Fig. 1: cell outlines without signal wires
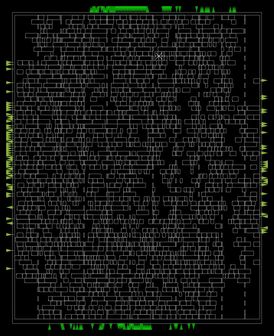
Fig. 2: signal metal coverage by tile
30 x 37 tiles, from black (low) to pale yellow (high), scaled to the fullest tile. Values are wire area over tile area, all layers added.
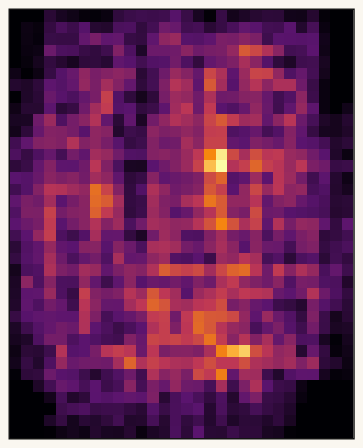
Fig. 3: wires at chosen ports, followed through buffers
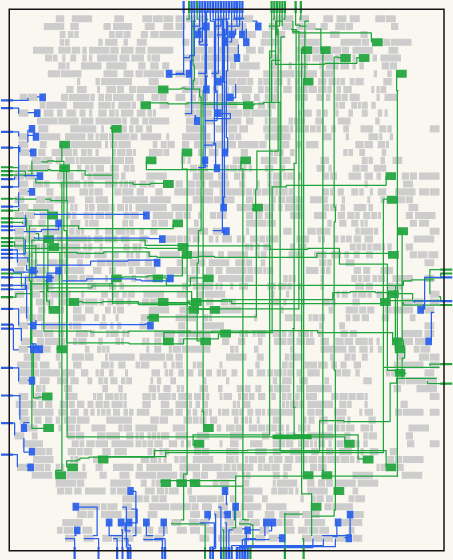
Fig. 4: the metal 3 layer
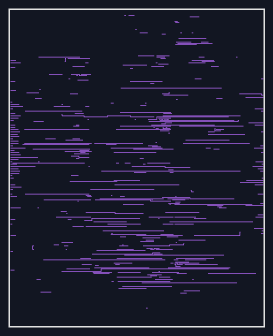
Fig. 5: sequential cells grouped by signal name
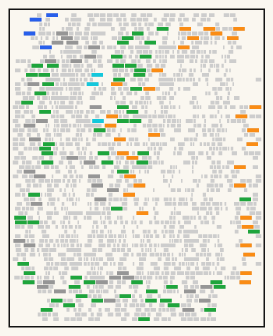
$ cat config.mk
export PLATFORM = sky130hd
export DESIGN_NAME = hilo_mul_ctrl
export DESIGN_NICKNAME = d
export VERILOG_FILES = /design/src/rtl/hilo_pkg.sv /design/src/rtl/hilo_accum.sv /design/src/rtl/hilo_mul_ctrl.sv
export SDC_FILE = /design/constraint.sdc
export NUM_CORES = 1
export LEC_CHECK = 0
export CAP_MARGIN = 15
export CELL_PAD_IN_SITES_DETAIL_PLACEMENT = 0
export CELL_PAD_IN_SITES_GLOBAL_PLACEMENT = 1
export CORE_ASPECT_RATIO = 1.25
export CORE_UTILIZATION = 45
export DETAILED_ROUTE_END_ITERATION = 6
export PLACE_DENSITY = 0.85
export SYNTH_ARGS = -nofsm -noshare
export SYNTH_HDL_FRONTEND = slang
export SYNTH_HIERARCHICAL = 1
export SYNTH_SLANG_ARGS = --single-unit
$ cat constraint.sdc
create_clock -name Clk -period 11.35 [get_ports Clk]
set_input_delay 2.27 -clock Clk [delete_from_list [all_inputs] [get_ports Clk]]
set_output_delay 2.27 -clock Clk [all_outputs]
set_load 0.01 [all_outputs]
$ cat src/rtl/hilo_pkg.sv
// ---------------------------------------------------------------------------
// hilo_pkg
// Shared definitions for the HI/LO multiply controller:
//   - HILO_W       : width of the combined {HI,LO} result path
//   - OP_*         : op codes presented on OpCode
//   - state_t      : controller FSM encoding (IDLE=0, WAIT=1, COMMIT=2)
//   - is_mult_class: true for ops that go through the multi-cycle path
// ---------------------------------------------------------------------------
package hilo_pkg;

   localparam int HILO_W = 64;

   localparam logic [2:0] OP_NOP  = 3'd0;
   localparam logic [2:0] OP_MUL  = 3'd1;
   localparam logic [2:0] OP_MADD = 3'd2;
   localparam logic [2:0] OP_MSUB = 3'd3;
   localparam logic [2:0] OP_MTHI = 3'd4;
   localparam logic [2:0] OP_MTLO = 3'd5;

   typedef enum logic [1:0] {
      ST_IDLE   = 2'd0,
      ST_WAIT   = 2'd1,
      ST_COMMIT = 2'd2
   } state_t;

   // MUL/MADD/MSUB occupy the FSM; MTHI/MTLO complete in the accept cycle.
   function automatic logic is_mult_class(input logic [2:0] op);
      return (op == OP_MUL) || (op == OP_MADD) || (op == OP_MSUB);
   endfunction

endpackage

$ cat src/rtl/hilo_accum.sv
// ---------------------------------------------------------------------------
// hilo_accum
// Combinational 64-bit commit datapath for the HI/LO pair.
//   op_i   in  3   latched op (MUL passes, MADD adds, MSUB subtracts)
//   acc_i  in  64  current {HI,LO}
//   prod_i in  64  latched ALU product
//   res_o  out 64  value to be written into {HI,LO}; wraps mod 2^64
// ---------------------------------------------------------------------------
module hilo_accum
   import hilo_pkg::*;
(
   input  logic [2:0]        op_i,
   input  logic [HILO_W-1:0] acc_i,
   input  logic [HILO_W-1:0] prod_i,
   output logic [HILO_W-1:0] res_o
);

   // Select pass/add/sub; unused op codes fall back to a plain pass.
   always_comb begin
      res_o = prod_i;
      case (op_i)
         OP_MUL:  res_o = prod_i;
         OP_MADD: res_o = acc_i + prod_i;
         OP_MSUB: res_o = acc_i - prod_i;
         default: res_o = prod_i;
      endcase
   end

endmodule

$ cat src/rtl/hilo_mul_ctrl.sv
// ---------------------------------------------------------------------------
// hilo_mul_ctrl
// Sequences multiply-class ops through a MUL_LAT-cycle latency model and owns
// the HI/LO register pair. MTHI/MTLO write in the accept cycle; MUL/MADD/MSUB
// latch the ALU product, wait, then commit via hilo_accum.
//
// Parameter:
//   MUL_LAT     cycles from accept to HI/LO commit (1..15)
// Ports:
//   Clk         in   1   rising-edge clock
//   Reset       in   1   synchronous, active-high
//   OpValid     in   1   op request, held by upstream while Stall=1
//   OpCode      in   3   NOP/MUL/MADD/MSUB/MTHI/MTLO (see hilo_pkg)
//   ALUProduct  in   64  product, sampled on accept
//   RsData      in   32  MTHI/MTLO source
//   ReadReq     in   1   MFHI/MFLO in EX
//   Flush       in   1   abort in-flight multi-cycle op
//   Stall       out  1   combinational pipeline hold
//   Busy        out  1   multi-cycle op in flight (registered)
//   Done        out  1   pulse in the COMMIT cycle (registered)
//   Hi, Lo      out  32  HI/LO registers
// Configuration macro HILO_FORWARD_EN: when defined, Hi/Lo show the commit
// value during COMMIT and a ReadReq in COMMIT does not stall.
// ---------------------------------------------------------------------------
module hilo_mul_ctrl
   import hilo_pkg::*;
#(
   parameter int MUL_LAT = 3
)
(
   input  logic              Clk,
   input  logic              Reset,
   input  logic              OpValid,
   input  logic [2:0]        OpCode,
   input  logic [HILO_W-1:0] ALUProduct,
   input  logic [31:0]       RsData,
   input  logic              ReadReq,
   input  logic              Flush,
   output logic              Stall,
   output logic              Busy,
   output logic              Done,
   output logic [31:0]       Hi,
   output logic [31:0]       Lo
);

   localparam logic [3:0] CNT_INIT = 4'(MUL_LAT - 1);
   // A single-cycle latency skips WAIT and commits right after accept.
   localparam state_t FIRST_ST = (MUL_LAT > 1) ? ST_WAIT : ST_COMMIT;

   state_t            state_q, state_d;
   logic [3:0]        cnt_q, cnt_d;
   logic [HILO_W-1:0] prod_q, prod_d;
   logic [2:0]        op_q, op_d;
   logic [31:0]       hi_q, hi_d;
   logic [31:0]       lo_q, lo_d;
   logic              busy_q, busy_d;
   logic              done_q, done_d;

   logic              op_req_s;
   logic              accept_s;
   logic              fwd_ok_s;
   logic [HILO_W-1:0] accum_res_s;

   assign op_req_s = OpValid & (OpCode != OP_NOP);
   // Flush outranks accept, and nothing is accepted while an op is in flight.
   assign accept_s = op_req_s & ~busy_q & ~Flush;

   hilo_accum u_accum (
      .op_i   (op_q),
      .acc_i  ({hi_q, lo_q}),
      .prod_i (prod_q),
      .res_o  (accum_res_s)
   );

   // Next-state logic for FSM, latency counter, operand latches and HI/LO.
   always_comb begin
      state_d = state_q;
      cnt_d   = cnt_q;
      prod_d  = prod_q;
      op_d    = op_q;
      hi_d    = hi_q;
      lo_d    = lo_q;
      case (state_q)
         ST_IDLE: begin
            if (accept_s) begin
               case (OpCode)
                  OP_MTHI: hi_d = RsData;
                  OP_MTLO: lo_d = RsData;
                  OP_MUL, OP_MADD, OP_MSUB: begin
                     prod_d  = ALUProduct;
                     op_d    = OpCode;
                     cnt_d   = CNT_INIT;
                     state_d = FIRST_ST;
                  end
                  default: state_d = ST_IDLE;
               endcase
            end else begin
               state_d = ST_IDLE;
            end
         end
         ST_WAIT: begin
            if (Flush) begin
               state_d = ST_IDLE;
            end else begin
               cnt_d   = cnt_q - 4'd1;
               state_d = (cnt_q == 4'd1) ? ST_COMMIT : ST_WAIT;
            end
         end
         ST_COMMIT: begin
            state_d = ST_IDLE;
            // A flush in the commit cycle discards the result.
            if (!Flush) begin
               {hi_d, lo_d} = accum_res_s;
            end else begin
               {hi_d, lo_d} = {hi_q, lo_q};
            end
         end
         default: state_d = ST_IDLE;
      endcase
      busy_d = (state_d != ST_IDLE);
      done_d = (state_d == ST_COMMIT);
   end

   // State and output registers with synchronous reset.
   always_ff @(posedge Clk) begin
      if (Reset) begin
         state_q <= ST_IDLE;
         cnt_q   <= 4'd0;
         prod_q  <= {HILO_W{1'b0}};
         op_q    <= OP_NOP;
         hi_q    <= 32'd0;
         lo_q    <= 32'd0;
         busy_q  <= 1'b0;
         done_q  <= 1'b0;
      end else begin
         state_q <= state_d;
         cnt_q   <= cnt_d;
         prod_q  <= prod_d;
         op_q    <= op_d;
         hi_q    <= hi_d;
         lo_q    <= lo_d;
         busy_q  <= busy_d;
         done_q  <= done_d;
      end
   end

`ifdef HILO_FORWARD_EN
   assign fwd_ok_s = (state_q == ST_COMMIT);

   // During COMMIT the value about to be written is forwarded to readers.
   always_comb begin
      if (fwd_ok_s) begin
         {Hi, Lo} = accum_res_s;
      end else begin
         {Hi, Lo} = {hi_q, lo_q};
      end
   end
`else
   assign fwd_ok_s = 1'b0;
   assign Hi       = hi_q;
   assign Lo       = lo_q;
`endif

   assign Stall = (op_req_s & busy_q) | (ReadReq & busy_q & ~fwd_ok_s);
   assign Busy  = busy_q;
   assign Done  = done_q;

endmodule

==> results_slide.txt <==
Run Summary

Critical path
  – Critical R2R Launch: prod_q[1]$_SDFFE_PP0P_
  – Total number of cells along the worst setup path: 23
  – Cell count of the worst reg-to-reg path: 23
  – Endpoint of the lowest-slack register-to-register path: Hi[28]$_SDFFE_PP0P_
  – Endpoint of the most critical setup path: Hi[28]$_SDFFE_PP0P_
  – Highest-delay cell along the critical path: or4_1

Clock tree
  – CTS Hold Bufs: 0
  – Number of buffers on the longest clock path: 2
  – Clock network latency to the later pin of the worst-skew pair: 440 ps
  – H-tree lvl count: 4

Die
  – Rows: 67
  – # IOs: 171
  – Chip footprint: 27,900 sq um

Cells and area
  – Count of inserted antenna diode cells: 2
  – Share of cells above drive strength 1: 4.85%
  – Number of nets in the final layout: 1,806
  – Cell type taking the most area: combinational gates
  – Number of clock buffers in the layout: 18

Power
  – Total Power Consumption: 1.78 mW
  – Leak Pwr: 5.48 nW
  – Maximum vdd drop: 95.0 uV

Synthesis
  – Register area share after synthesis: 22.7%
  – XOR/XNOR Fraction of Synth Area: 8.57%
  – Yosys warning tally: 6
  – Fraction of registers with async set or reset after synthesis: 0%
  – Average cell area after synthesis: 7.95 sq um
  – Most used flip-flop cell: dfxtp_1

Placed design
  – Number of port buffers: 170
  – Placed cells: 1,961

Worst hold path
  – Worst Hold Class: reg -> reg

Status
  – Outcome: finished, violations left
  – Violated checks: DRC

Routing
  – Drt drc: 2
  – Vias per Instance: 6.10
  – Number of nets with antenna violations after detailed routing: 0

Timing
  – Maximum frequency from static timing analysis: 157 MHz

Run
  – Stage-log warning count: 36

Global route
  – Global-route usage over all layers: 32.1%
About Fig. 1:
fill cell count: 2,605
core box area: 26,800 sq um
fraction of standard cell area that is sequential: 18.9%
Tapcell Cnt: 345
number of flip-flops and latches: 139

About Fig. 2:
nearly empty tiles: 6.8%
mean over tiles: 0.27
tiles over half the peak: 8.7%

About Fig. 3:
| color | port | bits | direction | edge | end cells | buffers | wire |
|---|---|---|---|---|---|---|---|
| blue | ALUProduct | 64 | input | 23 west, 20 north, 19 south, 2 east | 64 | 64 | 1,580 microns |
| green | RsData | 32 | input | 12 west, 10 north, 5 east, 5 south | 64 | 32 | 5,280 microns |

About Fig. 4:
longest straight run: 81.9 microns
main direction: horizontal
wire length on this layer: 3,610 microns
share of all routed wire: 8.1%
nets with wire on the layer: 244
WL final: 44,700 microns
met3 layer usage reported by global route: 6.67%
DR vias: 12,200

About Fig. 5:
| color | name in the netlist | placed flops |
|---|---|---|
| blue | cnt_q | 4 |
| orange | Hi | 32 |
| green | prod_q | 64 |
| cyan | op_q | 3 |
not colored: 36

report_power, final:
| group | internal, mW | switching (mW) | total [mW] |
|---|---|---|---|
| sequential | 0.501 | 0.0193 | 0.520 |
| clock | 0.402 | 0.249 | 0.651 |
| combinational | 0.245 | 0.364 | 0.609 |
how the worst min path moves through the flow:
| stage | slack [ps] | end | depth (start not counted) |
|---|---|---|---|
| global route | 510 | cnt_q[3]$_SDFFE_PP0P_ | 1 |
| CTS | 480 | cnt_q[3]$_SDFFE_PP0P_ | 1 |
| floorplan | 440 | cnt_q[3]$_SDFFE_PP0P_ | 1 |
| global placement | 460 | cnt_q[3]$_SDFFE_PP0P_ | 1 |
| detailed placement | 470 | cnt_q[3]$_SDFFE_PP0P_ | 1 |
| finish | 480 | cnt_q[3]$_SDFFE_PP0P_ | 1 |
routing by layer:
metal / vias to the layer above / track usage (%) / routed length (microns)
li1: 5823 / - / -
met1: 5727 / 40.7 / 18700
met2: 520 / 50.0 / 20000
met3: 94 / 6.67 / 3610
met4: 2 / 17.9 / 2360
met5: - / 0 / 11
layout by cell type (no fill, tap or decap), types with 6 or more instances in the layout:
cell,synthesis,routed
clkbuf_16,0,17
nand2_1,137,137
o21ai_0,110,110
o41ai_1,6,6
nand4_1,14,14
inv_1,23,23
ha_1,66,66
xnor2_1,54,54
mux2i_1,129,129
nor4_1,9,9
nand2b_1,137,136
or4_1,7,7
a21oi_1,88,88
xor2_1,66,66
and2_1,7,7
buf_4,5,16
nand3_1,13,13
and3_1,8,8
or3_1,10,10
nor2b_1,13,12
a31o_2,6,6
nor2_1,61,61
o21a_1,13,13
a31oi_1,22,22
o21bai_1,11,11
o31ai_1,14,14
clkdlybuf4s50_1,0,169
a211oi_1,136,136
nor3_1,21,21
dfxtp_1,139,139
a21o_1,43,43
state kept, by name, summed over array words and instances, names as in the netlist:
name / cells
Lo: 32
op_q: 3
Done: 1
Busy: 1
state_q: 2
Hi: 32
cnt_q: 4
prod_q: 64
worst reg2reg max path, delay by kind of cell, from the launching register on:
kind,cells,cell delay (ps)
AND/OR/NAND/NOR,10,3190
flip-flops,1,330
XOR/XNOR,2,230
buffers and inverters,1,90
adder cells (fa/ha/maj),2,590
AND-OR/OR-AND,7,1760
multiplexers,1,100
synth_stat cells (8+ instances only):
library cell  instances
a31oi_1              22
o21ai_0             110
ha_1                 66
a211oi_1            136
clkbuf_1             70
nor2b_1              13
a21o_1               43
mux2i_1             129
nor3_1               21
nor4_1                9
nand2b_1            137
nand4_1              14
o21bai_1             11
nand3_1              13
o21a_1               13
and3_1                8
o31ai_1              14
buf_2                31
xor2_1               66
or3_1                10
a21oi_1              88
nand2_1             137
inv_1                23
dfxtp_1             139
nor2_1               61
xnor2_1              54
through the flow:
step	util (%)	worst slack (ps)
6_report	54.9	4980
2_1_floorplan	-	5950
3_3_place_gp	52.3	5230
4_1_cts	54.8	5080
5_1_grt	54.8	4590
3_5_place_dp	52.3	5140
kinds of logic (layout without fill, tap and decap cells):
logic type                 count (synthesis)  after routing
muxes                                    129            129
buffers and inverters                    135            240
adders and majority gates                 67             67
and+or+nand+nor                          470            470
other                                      0              2
AOI/OAI and AO/OA                        483            483
xor gates and xnor gates                 120            120
DFF                                      139            139
Power is estimated from default activity; no workload was simulated.
